### src/rtl/serve_button_conditioner.sv
`default_nettype none
// +------------------------------------------------------------------------------------+
// | Module   : serve_button_conditioner                                                |
// | Purpose  : Two-channel serve pushbutton synchroniser, debouncer and edge-to-pulse  |
// |            conditioner. Optional macro SERVE_TURN_EN enforces alternating serves.  |
// | Revision : 1.0 - initial release                                                   |
// +------------------------------------------------------------------------------------+
module serve_button_conditioner #(
   parameter int DEBOUNCE_CYCLES = 1_000_000,
   parameter int SYNC_STAGES     = 2
) (
   input  logic       clk,
   input  logic       reset,
   input  logic       btn_player1_raw,
   input  logic       btn_player2_raw,
   input  logic       serve_enable,
   output logic       serve_button_player1,
   output logic       serve_button_player2,
   output logic [1:0] btn_level,
   output logic       serve_turn
);

   localparam int                 c_cnt_w    = $clog2(DEBOUNCE_CYCLES + 1);
   localparam logic [c_cnt_w-1:0] c_cnt_last = c_cnt_w'(DEBOUNCE_CYCLES - 1);

   logic [1:0] w_raw;
   logic [1:0] w_stable;
   logic [1:0] r_stable_d;
   logic [1:0] w_rise;
   logic [1:0] w_allow;
   logic       w_fire1;
   logic       w_fire2;
   logic       r_pulse1;
   logic       r_pulse2;

   assign w_raw = {btn_player2_raw, btn_player1_raw};

   generate
      for (genvar g = 0; g < 2; g++) begin : g_chan
         logic [SYNC_STAGES-1:0] r_sync;
         logic [c_cnt_w-1:0]     r_cnt;
         logic                   r_stable;

         // Any sample matching the stable level restarts the count, so only an
         // unbroken run of DEBOUNCE_CYCLES differing samples is accepted.
         always_ff @(posedge clk) begin
            if (reset) begin
               r_sync   <= '0;
               r_cnt    <= '0;
               r_stable <= 1'b0;
            end else begin
               r_sync <= {r_sync[SYNC_STAGES-2:0], w_raw[g]};
               if (r_sync[SYNC_STAGES-1] == r_stable) begin
                  r_cnt <= '0;
               end else if (r_cnt == c_cnt_last) begin
                  r_stable <= r_sync[SYNC_STAGES-1];
                  r_cnt    <= '0;
               end else begin
                  r_cnt <= r_cnt + c_cnt_w'(1);
               end
            end
         end

         assign w_stable[g] = r_stable;
      end
   endgenerate

   assign w_rise = w_stable & ~r_stable_d;

`ifdef SERVE_TURN_EN
   logic r_turn;
   assign w_allow    = {r_turn, ~r_turn};
   assign serve_turn = r_turn;

   always_ff @(posedge clk) begin
      if (reset) begin
         r_turn <= 1'b0;
      end else if (r_pulse1 || r_pulse2) begin
         r_turn <= ~r_turn;
      end
   end
`else
   assign w_allow    = 2'b11;
   assign serve_turn = 1'b0;
`endif

   // Player 1 wins a same-cycle tie; with turn gating the allows are exclusive anyway.
   assign w_fire1 = w_rise[0] & serve_enable & w_allow[0];
   assign w_fire2 = w_rise[1] & serve_enable & w_allow[1] & ~w_fire1;

   always_ff @(posedge clk) begin
      if (reset) begin
         r_stable_d <= 2'b00;
         r_pulse1   <= 1'b0;
         r_pulse2   <= 1'b0;
      end else begin
         r_stable_d <= w_stable;
         r_pulse1   <= w_fire1;
         r_pulse2   <= w_fire2;
      end
   end

   assign serve_button_player1 = r_pulse1;
   assign serve_button_player2 = r_pulse2;
   assign btn_level            = w_stable;

endmodule
`default_nettype wire
### config.mk
export PLATFORM = sky130hd
export DESIGN_NAME = serve_button_conditioner
export DESIGN_NICKNAME = d
export VERILOG_FILES = /design/src/rtl/serve_button_conditioner.sv
export SDC_FILE = /design/constraint.sdc
export NUM_CORES = 1
export LEC_CHECK = 0
export ABC_AREA = 1
export CAP_MARGIN = 20
export CORE_ASPECT_RATIO = 2
export CORE_MARGIN = 2
export CORE_UTILIZATION = 30
export CTS_BUF_LIST = sky130_fd_sc_hd__clkbuf_16
export DETAILED_ROUTE_END_ITERATION = 16
export HOLD_SLACK_MARGIN = 0.1
export RECOVER_POWER = 50
export SLEW_MARGIN = 20
export SYNTH_ARGS = -nofsm -noshare
export SYNTH_HDL_FRONTEND = slang
export SYNTH_SLANG_ARGS = --single-unit
### constraint.sdc
create_clock -name clk -period 4.09 [get_ports clk]
set_input_delay 0.409 -clock clk [delete_from_list [all_inputs] [get_ports clk]]
set_output_delay 0.409 -clock clk [all_outputs]
set_load 0.1 [all_outputs]
### Wiring by layer, run 1

Drawn at 4 px/um. Two of the layers only.
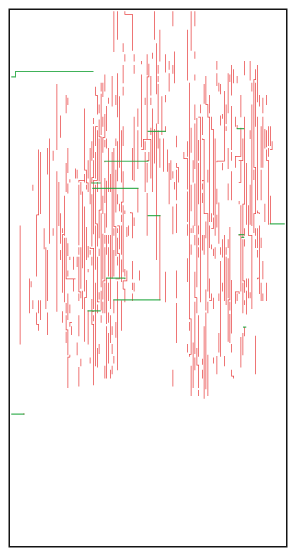
| layer | colour | wire length |
|---|---|---|
| M2 | red | 3120 um |
| M3 | green | 81.9 um |
final wirelength: 5260 um
GRT Util Overall: 0.122

### Nets reached from selected ports, run 1

Drawn at 3 px/um.
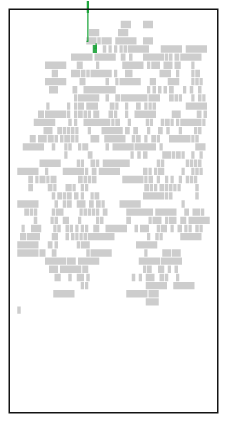
| port | colour | bits | direction | edge | end cells | wire |
|---|---|---|---|---|---|---|
| btn_player1_raw | green | 1 | input | top | 1 | 12.8 um |
# IOs: 10
Port Buf Inserts: 8

### Pin placement, run 1

Drawn at 4 px/um. Pins as bars across the die edge, other pins in grey.
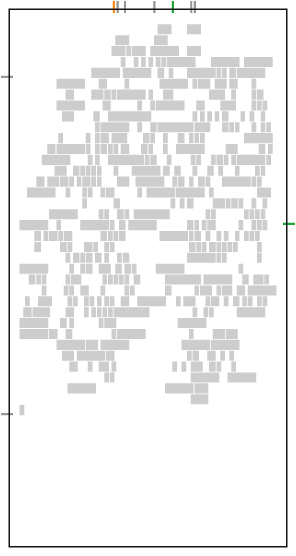
| port | colour | pins | direction | edge |
|---|---|---|---|---|
| btn_level | green | 2 | output | 1 top, 1 right |
| btn_player1_raw | orange | 1 | input | top |
all pins by edge: 7 top, 2 left, 1 right
Die Wd: 69.0 um
chip height: 134 um

==> results.cfg, run 1 <==
; yosys + openroad results
[run_status]
run_status = complete, no violations

[pwr]
p_leak_uw = 0.000898

[route]
routed_via_density = 4.62
drt_pre_antenna_iters = 4

[synth]
syn_area_per_cell_sq_um = 6.99
top_area_cell = dfxtp_1
topCellsByArea = dfxtp_1, nand2_1, nor2_1
yosys-top-cells-count = nand2_1, nor2_1, dfxtp_1
top_cell = nand2_1
fp_nets = 370
ys_seq_frac = 0.395
syn_area_sq_mm = 0.00254
ys_types = 28

[setup_path]
critPathLaunchType = register
timing.rr.start = g_chan[0].r_cnt[0]$_SDFF_PP0_
crit_arrival_ps = 1870
critPathCapture = btn_level[0]
timing.rr.end = g_chan[0].r_cnt[9]$_SDFF_PP0_
crit_fanout = 6
crit_family = buffers and inverters
worstSetupPathType = reg2out
crit_path_end_kind = primary output
rr_worst_depth = 6

[run]
cap_viol_max_count = 0
warnings = 26

[cells_and_area]
finalNetCount = 378
finish.utilization = 0.342
logic_area_sq_mm = 0.00129

[sta]
setup_slack_ps = 1810
fmax_ghz = 0.438
setup_viol = 0
hold_viol = 0
post-route-period-util = 0.558

[worst_hold_path]
hold_path.class = reg2reg
min_to = g_chan[1].r_sync[1]$_SDFF_PP0_

[clock_network]
clk_path_buf_depth = 2
clkLatencyLatePin_ps = 290
cts_tree = built

[global_routing]
met3_usage = 0.0195
grt_max_degree = 21
first_global_vias = 2183
[run 1: cells by family after synthesis]
kind of cell	count (synthesis)	synth area share
compound gates	23	0.0474
xor+xnor	17	0.0587
fa+ha+maj	2	0.00987
buf+inv	48	0.0834
flops	50	0.395
other cells	1	0.00148
simple gates	222	0.405
[run 1: layer usage]
metal  vias up  part of all wire
li1       1137                 -
met1      1007              0.37
met2        17              0.59
met3        11             0.015
met4         0             0.025
met5         -                 0
[run 1: per-stage QoR]
step	cell area [sq um]	hold WS [ps]	cells	power, uW
global route	2810	440	470	1010
CTS	2850	421	470	993
global placement	2680	406	462	519
finish	2810	412	470	977
detailed placement	2680	410	462	519
floorplan	2540	388	363	516
[run 1: where the power goes]
group | internal, uW | leakage [uW] | switching [uW]
combinational | 5.31 | 0.000410 | 11.9
clock | 290 | 0.0000842 | 180
sequential | 489 | 0.000404 | 1.17
total | 784 | 0.000898 | 193
[run 1: layout make-up]
class,instances,area share
multi-input cells,265,0.457
flip-flops and latches,50,0.356
inverters,41,0.0547
clock buffers,5,0.0445
well taps,98,0.0436
repair buffers,8,0.0285
clock inverters,3,0.0156
[run 1: layout by cell type, fill, tap and decap left out, drive strengths merged]
cell | netlist | routed
nor2 | 96 | 96
nand2 | 83 | 83
dfxtp | 50 | 50
inv | 41 | 42
nand3 | 28 | 28
a21oi | 17 | 17
xor2 | 10 | 10
xnor2 | 7 | 7
clkdlybuf4s50 | 0 | 7
nand4 | 5 | 5
clkbuf | 0 | 5
o21ai | 4 | 4
or2 | 4 | 4
nor3 | 3 | 3
nand3b | 3 | 3
o21bai | 2 | 2
ha | 2 | 2
conb | 1 | 1
clkinv | 0 | 1
bufinv | 0 | 1
dlygate4sd3 | 0 | 1
### Sizing map, run 1

Drawn at 4 px/um.
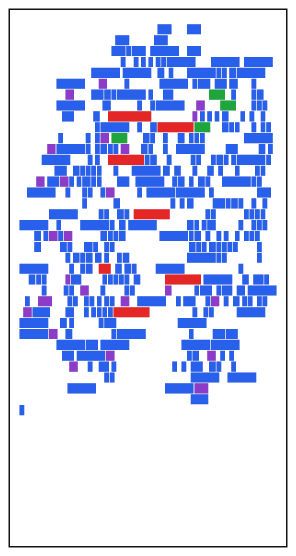

==> inputs of run 2 (changes only) <==
==> constraint.sdc (replaced) <==
create_clock -name clk -period 2.35 [get_ports clk]
set_input_delay 0.235 -clock clk [delete_from_list [all_inputs] [get_ports clk]]
set_output_delay 0.235 -clock clk [all_outputs]
set_load 0.1 [all_outputs]
### Sizing map, run 2

Drawn at 4 px/um.
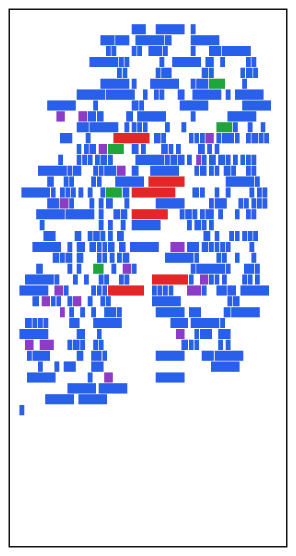
| size | colour | cells | share | most used |
|---|---|---|---|---|
| x6 and larger | red | 6 | 1.6% | clkbuf_16 |
| x1 and smaller | blue | 343 | 92% | nor2_1 |
| x2 | purple | 19 | 5.1% | nor2_2 |
| x3 and x4 | green | 5 | 1.3% | nor2_4 |
Area Growth Syn to Fin: 9.67%
Plain + repair buffers: 9

### Pin placement, run 2

Drawn at 4 px/um. Pins as bars across the die edge, other pins in grey.
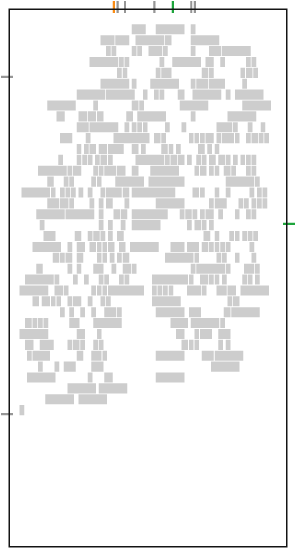
| port | colour | pins | direction | edge |
|---|---|---|---|---|
| btn_player1_raw | orange | 1 | input | top |
| btn_level | green | 2 | output | 1 top, 1 right |

==> results.cfg, run 2 <==
; yosys + openroad results
[place]
dpl_cell_area_sq_mm = 0.00268
io_buffers = 8

[cells_and_area]
design.seq.count = 50
finish.utilization = 0.338
sh_seq_area = 0.360
sh_comb_area = 0.460
post-route-cell-area_sq_mm = 0.00278
clock_cell_area_share = 0.0598
multi_input_comb_cells = 265
final_cells = 471
largest_cell_class = logic gates

[synth]
ys_seq_frac = 0.395
yosys-top-cells-count = nand2_1, nor2_1, dfxtp_1
syn_area_per_cell_sq_um = 6.99
ys_types = 28

[sta]
fmax_ghz = 0.535
post-route-period-util = 0.795
hold_viol = 0
setup_viol = 0

[setup_path]
crit_path_end_kind = register
crit_family = simple AND/OR/NAND/NOR gates

[route]
wl_met3_um = 67
routed_wl_um = 5360
routed_via_density = 4.61

[floorplanning]
io_pins = 10
fp.dieW_um = 69.0

[clock_network]
clkLatencyLatePin_ps = 280
clk_path_buf_depth = 2

[global_routing]
grt_max_degree = 21
first_global_vias = 2163

[worst_hold_path]
hold_path.class = reg2reg

[run]
cap_viol_max_count = 0

[run_status]
run_status = complete, no violations

[pwr]
p_leak_uw = 0.000889
-- run 2: cell counts after synthesis --
Identical to the previous run, type by type.
-- run 2: logic make-up (layout without fill, tap and decap cells) --
| group | after synthesis | count (layout) | synth area share |
|---|---|---|---|
| compound gates | 23 | 23 | 0.0474 |
| xor+xnor | 17 | 17 | 0.0587 |
| fa+ha+maj | 2 | 2 | 0.00987 |
| buf+inv | 48 | 58 | 0.0834 |
| flops | 50 | 50 | 0.395 |
| other cells | 1 | 1 | 0.00148 |
| simple gates | 222 | 222 | 0.405 |
-- run 2: layer usage --
metal | GRT usage | vias to the layer above
met5 | 0 | -
met4 | 0.0534 | 0
met3 | 0.0195 | 8
met2 | 0.250 | 15
met1 | 0.107 | 1010
li1 | - | 1138
-- run 2: final timing paths --
check	startpoint	slack, ps	endpoint	cells after the start
worst min-delay path	g_chan[0].r_sync[0]$_SDFF_PP0_	410	g_chan[0].r_sync[1]$_SDFF_PP0_	2
worst max register to register	g_chan[1].r_cnt[0]$_SDFF_PP0_	480	g_chan[1].r_cnt[11]$_SDFF_PP0_	6
worst min register to register	g_chan[0].r_sync[0]$_SDFF_PP0_	410	g_chan[0].r_sync[1]$_SDFF_PP0_	2
worst max-delay path	g_chan[1].r_cnt[0]$_SDFF_PP0_	480	g_chan[1].r_cnt[11]$_SDFF_PP0_	6
-- run 2: where the power goes --
group	leakage, uW	switching, uW	total [uW]	internal (uW)
combinational	0.000405	20.6	30.3	9.75
sequential	0.000404	1.93	853	851
clock	0.0000812	306	804	498
-- run 2: through the flow --
step                      worst slack (ps)  total power, uW
after floorplan                       1010              897
after global placement                 617              905
after detailed placement               551              905
after CTS                              542             1720
after global routing                   283             1750
final                                  481             1690
-- run 2: tightest hold or removal path, stage by stage (launching register included) --
cell and delay (ps):
dfxtp_1 300, inv_1 40, nor2_1 30
Power and IR drop assume default switching activity.
